$ cat src/rtl/ysyx_22040895_csr_pkg.sv
// ============================================================================
//  Module      : ysyx_22040895_csr_pkg
//  Description : Shared opcode/state enums, CSR addresses, mstatus bit
//                positions and trap cause codes for the trap/CSR unit.
//  Revision    : 1.0 - initial release
// ============================================================================
`default_nettype none

package ysyx_22040895_csr_pkg;

    localparam int C_OP_W = 3;

    typedef enum logic [C_OP_W-1:0] {
        OP_NOP    = 3'd0,
        OP_ECALL  = 3'd1,
        OP_MRET   = 3'd2,
        OP_CSRRS  = 3'd3,
        OP_CSRRW  = 3'd4,
        OP_CSRRC  = 3'd5,
        OP_EBREAK = 3'd6
    } op_e;

    typedef enum logic [0:0] {
        ST_IDLE = 1'b0,
        ST_RESP = 1'b1
    } state_e;

    localparam logic [11:0] C_ADDR_MSTATUS  = 12'h300;
    localparam logic [11:0] C_ADDR_MIE      = 12'h304;
    localparam logic [11:0] C_ADDR_MTVEC    = 12'h305;
    localparam logic [11:0] C_ADDR_MSCRATCH = 12'h340;
    localparam logic [11:0] C_ADDR_MEPC     = 12'h341;
    localparam logic [11:0] C_ADDR_MCAUSE   = 12'h342;
    localparam logic [11:0] C_ADDR_MIP      = 12'h344;

    localparam int C_MSTATUS_MIE    = 3;
    localparam int C_MSTATUS_MPIE   = 7;
    localparam int C_MSTATUS_MPP_LO = 11;
    localparam int C_MSTATUS_MPP_HI = 12;
    localparam int C_MIE_MTIE       = 7;
    localparam int C_MIP_MTIP       = 7;

    localparam int C_CAUSE_ILLEGAL  = 2;
    localparam int C_CAUSE_BREAK    = 3;
    localparam int C_CAUSE_ECALL_M  = 11;
    localparam int C_CAUSE_MTI      = 7;

    function automatic logic is_csr_op(input op_e op);
        return (op == OP_CSRRS) || (op == OP_CSRRW) || (op == OP_CSRRC);
    endfunction

endpackage

`default_nettype wire

$ cat src/rtl/ysyx_22040895_csr_regfile.sv
// ============================================================================
//  Module      : ysyx_22040895_csr_regfile
//  Description : Machine-mode CSR storage, read decode and legal-address flag.
//                YSYX_22040895_TIMER_IRQ_EN makes mip.MTIP mirror mtip_i.
//  Revision    : 1.0 - initial release
// ============================================================================
`default_nettype none

module ysyx_22040895_csr_regfile
    import ysyx_22040895_csr_pkg::*;
#(
    parameter int               XLEN        = 64,
    parameter logic [XLEN-1:0]  RESET_MTVEC = '0
) (
    input  logic            clk,
    input  logic            rst,
    input  logic [11:0]     addr_i,
    output logic [XLEN-1:0] rdata_o,
    output logic            legal_o,
    input  logic            we_i,
    input  logic [XLEN-1:0] wdata_i,
    input  logic            trap_i,
    input  logic [XLEN-1:0] trap_cause_i,
    input  logic [XLEN-1:0] trap_epc_i,
    input  logic            mret_i,
    input  logic            mtip_i,
    output logic            mstatus_mie_o,
    output logic            mie_mtie_o,
    output logic [XLEN-1:0] mtvec_o,
    output logic [XLEN-1:0] mepc_o
);

    logic [XLEN-1:0] r_mstatus_q;
    logic [XLEN-1:0] r_mie_q;
    logic [XLEN-1:0] r_mtvec_q;
    logic [XLEN-1:0] r_mscratch_q;
    logic [XLEN-1:0] r_mepc_q;
    logic [XLEN-1:0] r_mcause_q;
    logic [XLEN-1:0] w_mip;

`ifdef YSYX_22040895_TIMER_IRQ_EN
    assign w_mip = XLEN'(mtip_i) << C_MIP_MTIP;
`else
    logic w_unused_mtip;
    assign w_mip         = '0;
    assign w_unused_mtip = mtip_i;
`endif

    always_comb begin
        legal_o = 1'b1;
        rdata_o = '0;
        case (addr_i)
            C_ADDR_MSTATUS:  rdata_o = r_mstatus_q;
            C_ADDR_MIE:      rdata_o = r_mie_q;
            C_ADDR_MTVEC:    rdata_o = r_mtvec_q;
            C_ADDR_MSCRATCH: rdata_o = r_mscratch_q;
            C_ADDR_MEPC:     rdata_o = r_mepc_q;
            C_ADDR_MCAUSE:   rdata_o = r_mcause_q;
            C_ADDR_MIP:      rdata_o = w_mip;
            default:         legal_o = 1'b0;
        endcase
    end

    // The top guarantees trap, mret and write are mutually exclusive.
    always_ff @(posedge clk) begin
        if (rst) begin
            r_mstatus_q  <= '0;
            r_mie_q      <= '0;
            r_mtvec_q    <= RESET_MTVEC;
            r_mscratch_q <= '0;
            r_mepc_q     <= '0;
            r_mcause_q   <= '0;
        end else if (trap_i) begin
            r_mepc_q                                       <= trap_epc_i;
            r_mcause_q                                     <= trap_cause_i;
            r_mstatus_q[C_MSTATUS_MPIE]                    <= r_mstatus_q[C_MSTATUS_MIE];
            r_mstatus_q[C_MSTATUS_MIE]                     <= 1'b0;
            r_mstatus_q[C_MSTATUS_MPP_HI:C_MSTATUS_MPP_LO] <= 2'b11;
        end else if (mret_i) begin
            r_mstatus_q[C_MSTATUS_MIE]                     <= r_mstatus_q[C_MSTATUS_MPIE];
            r_mstatus_q[C_MSTATUS_MPIE]                    <= 1'b1;
            r_mstatus_q[C_MSTATUS_MPP_HI:C_MSTATUS_MPP_LO] <= 2'b00;
        end else if (we_i) begin
            case (addr_i)
                C_ADDR_MSTATUS:  r_mstatus_q  <= wdata_i;
                C_ADDR_MIE:      r_mie_q      <= wdata_i;
                C_ADDR_MTVEC:    r_mtvec_q    <= {wdata_i[XLEN-1:2], 1'b0, wdata_i[0]};
                C_ADDR_MSCRATCH: r_mscratch_q <= wdata_i;
                C_ADDR_MEPC:     r_mepc_q     <= {wdata_i[XLEN-1:2], 2'b00};
                C_ADDR_MCAUSE:   r_mcause_q   <= wdata_i;
                default:         ;
            endcase
        end
    end

    assign mstatus_mie_o = r_mstatus_q[C_MSTATUS_MIE];
    assign mie_mtie_o    = r_mie_q[C_MIE_MTIE];
    assign mtvec_o       = r_mtvec_q;
    assign mepc_o        = r_mepc_q;

endmodule

`default_nettype wire

$ cat src/rtl/ysyx_22040895_trap_csr_unit.sv
// ============================================================================
//  Module      : ysyx_22040895_trap_csr_unit
//  Description : CSR op execution, trap/mret sequencing and IFU redirect.
//                YSYX_22040895_TIMER_IRQ_EN enables the machine timer IRQ.
//  Revision    : 1.0 - initial release
// ============================================================================
`default_nettype none

module ysyx_22040895_trap_csr_unit
    import ysyx_22040895_csr_pkg::*;
#(
    parameter int               XLEN        = 64,
    parameter int               OP_W        = 3,
    parameter logic [XLEN-1:0]  RESET_MTVEC = 'h0
) (
    input  logic            clk,
    input  logic            rst,
    input  logic            op_valid_i,
    output logic            op_ready_o,
    input  logic [OP_W-1:0] op_i,
    input  logic [XLEN-1:0] pc_i,
    input  logic [11:0]     csr_addr_i,
    input  logic [XLEN-1:0] rs1_i,
    output logic            resp_valid_o,
    output logic [XLEN-1:0] result_o,
    output logic            redirect_o,
    output logic [XLEN-1:0] redirect_pc_o,
    input  logic            mtip_i
);

    state_e          r_state_q;
    logic            r_resp_valid_q;
    logic [XLEN-1:0] r_result_q;
    logic            r_redirect_q;
    logic [XLEN-1:0] r_redirect_pc_q;

    op_e             w_op;
    logic            w_accept;
    logic            w_is_csr;
    logic            w_legal;
    logic            w_irq;
    logic            w_illegal;
    logic            w_trap;
    logic            w_csr_we;
    logic            w_mret;
    logic [XLEN-1:0] w_rdata;
    logic [XLEN-1:0] w_wdata;
    logic [XLEN-1:0] w_cause;
    logic [XLEN-1:0] w_base;
    logic [XLEN-1:0] w_result_d;
    logic            w_redirect_d;
    logic [XLEN-1:0] w_redirect_pc_d;
    logic            w_mstatus_mie;
    logic            w_mie_mtie;
    logic [XLEN-1:0] w_mtvec;
    logic [XLEN-1:0] w_mepc;

    assign w_op       = op_e'(op_i);
    assign op_ready_o = (r_state_q == ST_IDLE);
    assign w_accept   = op_valid_i & op_ready_o;
    assign w_is_csr   = is_csr_op(w_op);

`ifdef YSYX_22040895_TIMER_IRQ_EN
    assign w_irq = w_mstatus_mie & w_mie_mtie & mtip_i;
`else
    logic w_unused_irq;
    assign w_irq        = 1'b0;
    assign w_unused_irq = ^{w_mstatus_mie, w_mie_mtie, w_mtvec[1:0]};
`endif

    // A pending interrupt pre-empts the offered op entirely.
    assign w_illegal = ~w_irq & w_is_csr & ~w_legal;
    assign w_trap    = w_irq | w_illegal | (w_op == OP_ECALL) | (w_op == OP_EBREAK);
    assign w_csr_we  = w_accept & ~w_irq & w_is_csr & w_legal;
    assign w_mret    = w_accept & ~w_irq & (w_op == OP_MRET);
    assign w_base    = {w_mtvec[XLEN-1:2], 2'b00};

    always_comb begin
        case (w_op)
            OP_CSRRW: w_wdata = rs1_i;
            OP_CSRRS: w_wdata = w_rdata | rs1_i;
            OP_CSRRC: w_wdata = w_rdata & ~rs1_i;
            default:  w_wdata = w_rdata;
        endcase
    end

    always_comb begin
        w_cause         = '0;
        w_redirect_d    = 1'b0;
        w_redirect_pc_d = '0;
        w_result_d      = (~w_irq & w_is_csr & w_legal) ? w_rdata : '0;
        if (w_irq) begin
            w_cause         = {1'b1, (XLEN-1)'(C_CAUSE_MTI)};
            w_redirect_d    = 1'b1;
            w_redirect_pc_d = (w_mtvec[1:0] == 2'b01) ? w_base + XLEN'(4 * C_CAUSE_MTI) : w_base;
        end else if (w_illegal) begin
            w_cause         = XLEN'(C_CAUSE_ILLEGAL);
            w_redirect_d    = 1'b1;
            w_redirect_pc_d = w_base;
        end else if (w_op == OP_ECALL) begin
            w_cause         = XLEN'(C_CAUSE_ECALL_M);
            w_redirect_d    = 1'b1;
            w_redirect_pc_d = w_base;
        end else if (w_op == OP_EBREAK) begin
            w_cause         = XLEN'(C_CAUSE_BREAK);
            w_redirect_d    = 1'b1;
            w_redirect_pc_d = w_base;
        end else if (w_op == OP_MRET) begin
            w_redirect_d    = 1'b1;
            w_redirect_pc_d = w_mepc;
        end
    end

    ysyx_22040895_csr_regfile #(
        .XLEN        (XLEN),
        .RESET_MTVEC (RESET_MTVEC)
    ) u_regfile (
        .clk           (clk),
        .rst           (rst),
        .addr_i        (csr_addr_i),
        .rdata_o       (w_rdata),
        .legal_o       (w_legal),
        .we_i          (w_csr_we),
        .wdata_i       (w_wdata),
        .trap_i        (w_accept & w_trap),
        .trap_cause_i  (w_cause),
        .trap_epc_i    (pc_i),
        .mret_i        (w_mret),
        .mtip_i        (mtip_i),
        .mstatus_mie_o (w_mstatus_mie),
        .mie_mtie_o    (w_mie_mtie),
        .mtvec_o       (w_mtvec),
        .mepc_o        (w_mepc)
    );

    always_ff @(posedge clk) begin
        if (rst) begin
            r_state_q       <= ST_IDLE;
            r_resp_valid_q  <= 1'b0;
            r_result_q      <= '0;
            r_redirect_q    <= 1'b0;
            r_redirect_pc_q <= '0;
        end else begin
            case (r_state_q)
                ST_IDLE: begin
                    if (w_accept) begin
                        r_state_q       <= ST_RESP;
                        r_resp_valid_q  <= 1'b1;
                        r_result_q      <= w_result_d;
                        r_redirect_q    <= w_redirect_d;
                        r_redirect_pc_q <= w_redirect_pc_d;
                    end
                end
                ST_RESP: begin
                    r_state_q       <= ST_IDLE;
                    r_resp_valid_q  <= 1'b0;
                    r_result_q      <= '0;
                    r_redirect_q    <= 1'b0;
                    r_redirect_pc_q <= '0;
                end
                default: r_state_q <= ST_IDLE;
            endcase
        end
    end

    assign resp_valid_o  = r_resp_valid_q;
    assign result_o      = r_result_q;
    assign redirect_o    = r_redirect_q;
    assign redirect_pc_o = r_redirect_pc_q;

endmodule

`default_nettype wire
$ cat config.mk
export PLATFORM = sky130hd
export DESIGN_NAME = ysyx_22040895_trap_csr_unit
export DESIGN_NICKNAME = d
export VERILOG_FILES = /design/src/rtl/ysyx_22040895_csr_pkg.sv /design/src/rtl/ysyx_22040895_csr_regfile.sv /design/src/rtl/ysyx_22040895_trap_csr_unit.sv
export SDC_FILE = /design/constraint.sdc
export NUM_CORES = 1
export LEC_CHECK = 0
export CORE_MARGIN = 2
export CORE_UTILIZATION = 40
export DETAILED_ROUTE_END_ITERATION = 12
export PLACE_DENSITY = 0.63
export SLEW_MARGIN = 10
export SYNTH_ARGS = -nofsm -noshare
export SYNTH_HDL_FRONTEND = slang
export SYNTH_SLANG_ARGS = --single-unit
$ cat constraint.sdc
create_clock -name clk -period 3.7 [get_ports clk]
set_input_delay 0.925 -clock clk [delete_from_list [all_inputs] [get_ports clk]]
set_output_delay 0.925 -clock clk [all_outputs]
set_load 0.05 [all_outputs]
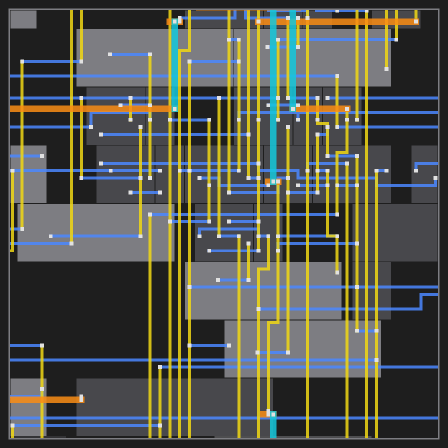
closeup.png
Window x 174 to 194, y 174 to 194 µm. Cells in gray, sequential cells in the stronger gray; small squares are vias.
[M3] orange
[M2] yellow
[M1] blue
[M4] cyan
cells with their middle in the window: 19
most frequent: dfxtp_1 (5), nor2_1 (4), a211oi_1 (4)
sequential cells in the window: 5

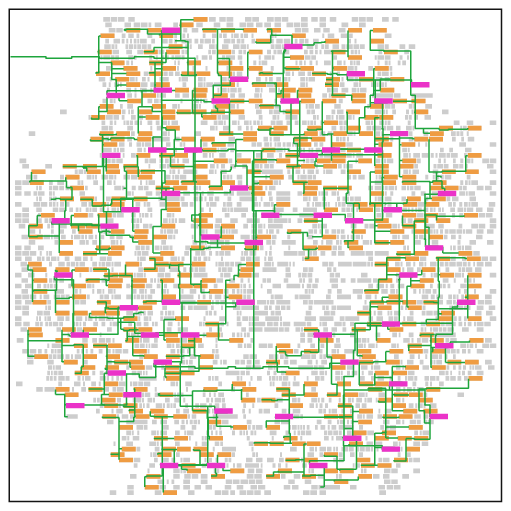
clock_wires.png
(2 px per µm)
[clock-net drivers] magenta | count: 56
[clock wires] green | length: 6540 µm
[flip-flops] orange | count: 514
routed clock nets: 57
flops lie: widely spread

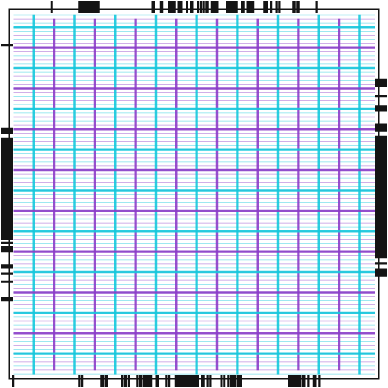
floorplan.png
(1.5 px per µm) Pins as bars on the die edge.
[VSS] cyan
[VDD] purple
met1 rails: 89
rows: 88
signal pins: 278
met4 straps: 17

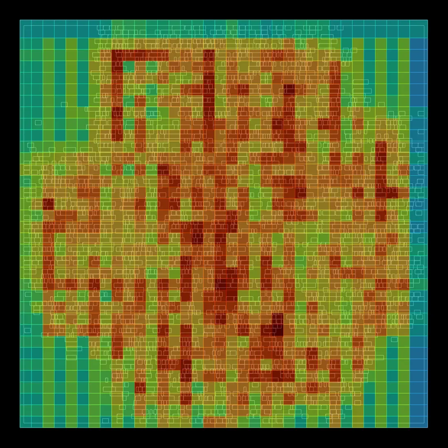
congestion_map.png
routed len/inst: 23.94 µm
GRT busiest layer: met2
met2 GRT Util: 46.27%

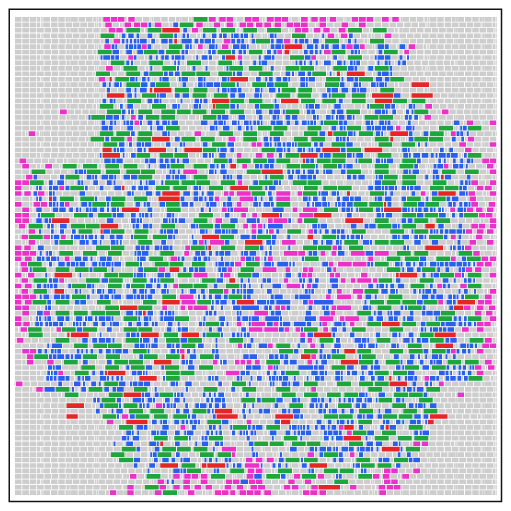
class_map.png
(2 px per µm) Fill, decap, tap and diode cells in gray.
[remaining logic cells] blue | cells: 1909 | share of their area: 42%
[remaining buffers and delay cells] magenta | cells: 426 | share of their area: 15%
[clock drivers and dummy loads] red | cells: 106 | share of their area: 7.0%
[sequential cells] green | cells: 514 | share of their area: 36%

==> reports/qor.yml <==
logic_synthesis:
  ys.warnings.count: 0
  synth_cells: 2680
  fp_nets: 2827
  synth.area.mux_share_pct: 8.072
  avgSynthCellArea_um2: 8.699
power_and_ir_drop:
  pg_seq_mw: 5.62
  p_clk_mw: 6.04
  powerDensity_mw_per_mm2: 433.8
  pwr-share-comb_pct: 9.0
  report.power.total_mw: 12.81
  comb-power_mw: 1.16
cells_and_area:
  buffers: 426
  largest_class: "combinational gates"
  diodes: 2
  comb_cells: 1826
  buf_share_pct: 14.57
cts:
  cts_root_buf: "clkbuf_16"
die:
  rows: 88
  core_area_mm2: 0.05770
flow_run:
  drv_cap: 0
worst_setup_path:
  r2r_slack_ns: 1.41
  reg2regPathDepth: 7
  criticalPathCategory: "in2reg"
  max_stage_delay_ns: 0.67
outcome:
  outcome: "finished clean"
timing:
  setup-violations-final: 0
  worst_pin_slew_ns: 1.145
  period_minus_slack_ns: 3.117
global_route:
  grtUsageMet3_pct: 5.151
place:
  gp_congestion: 0.8779
Power is estimated from default activity; no workload was simulated.
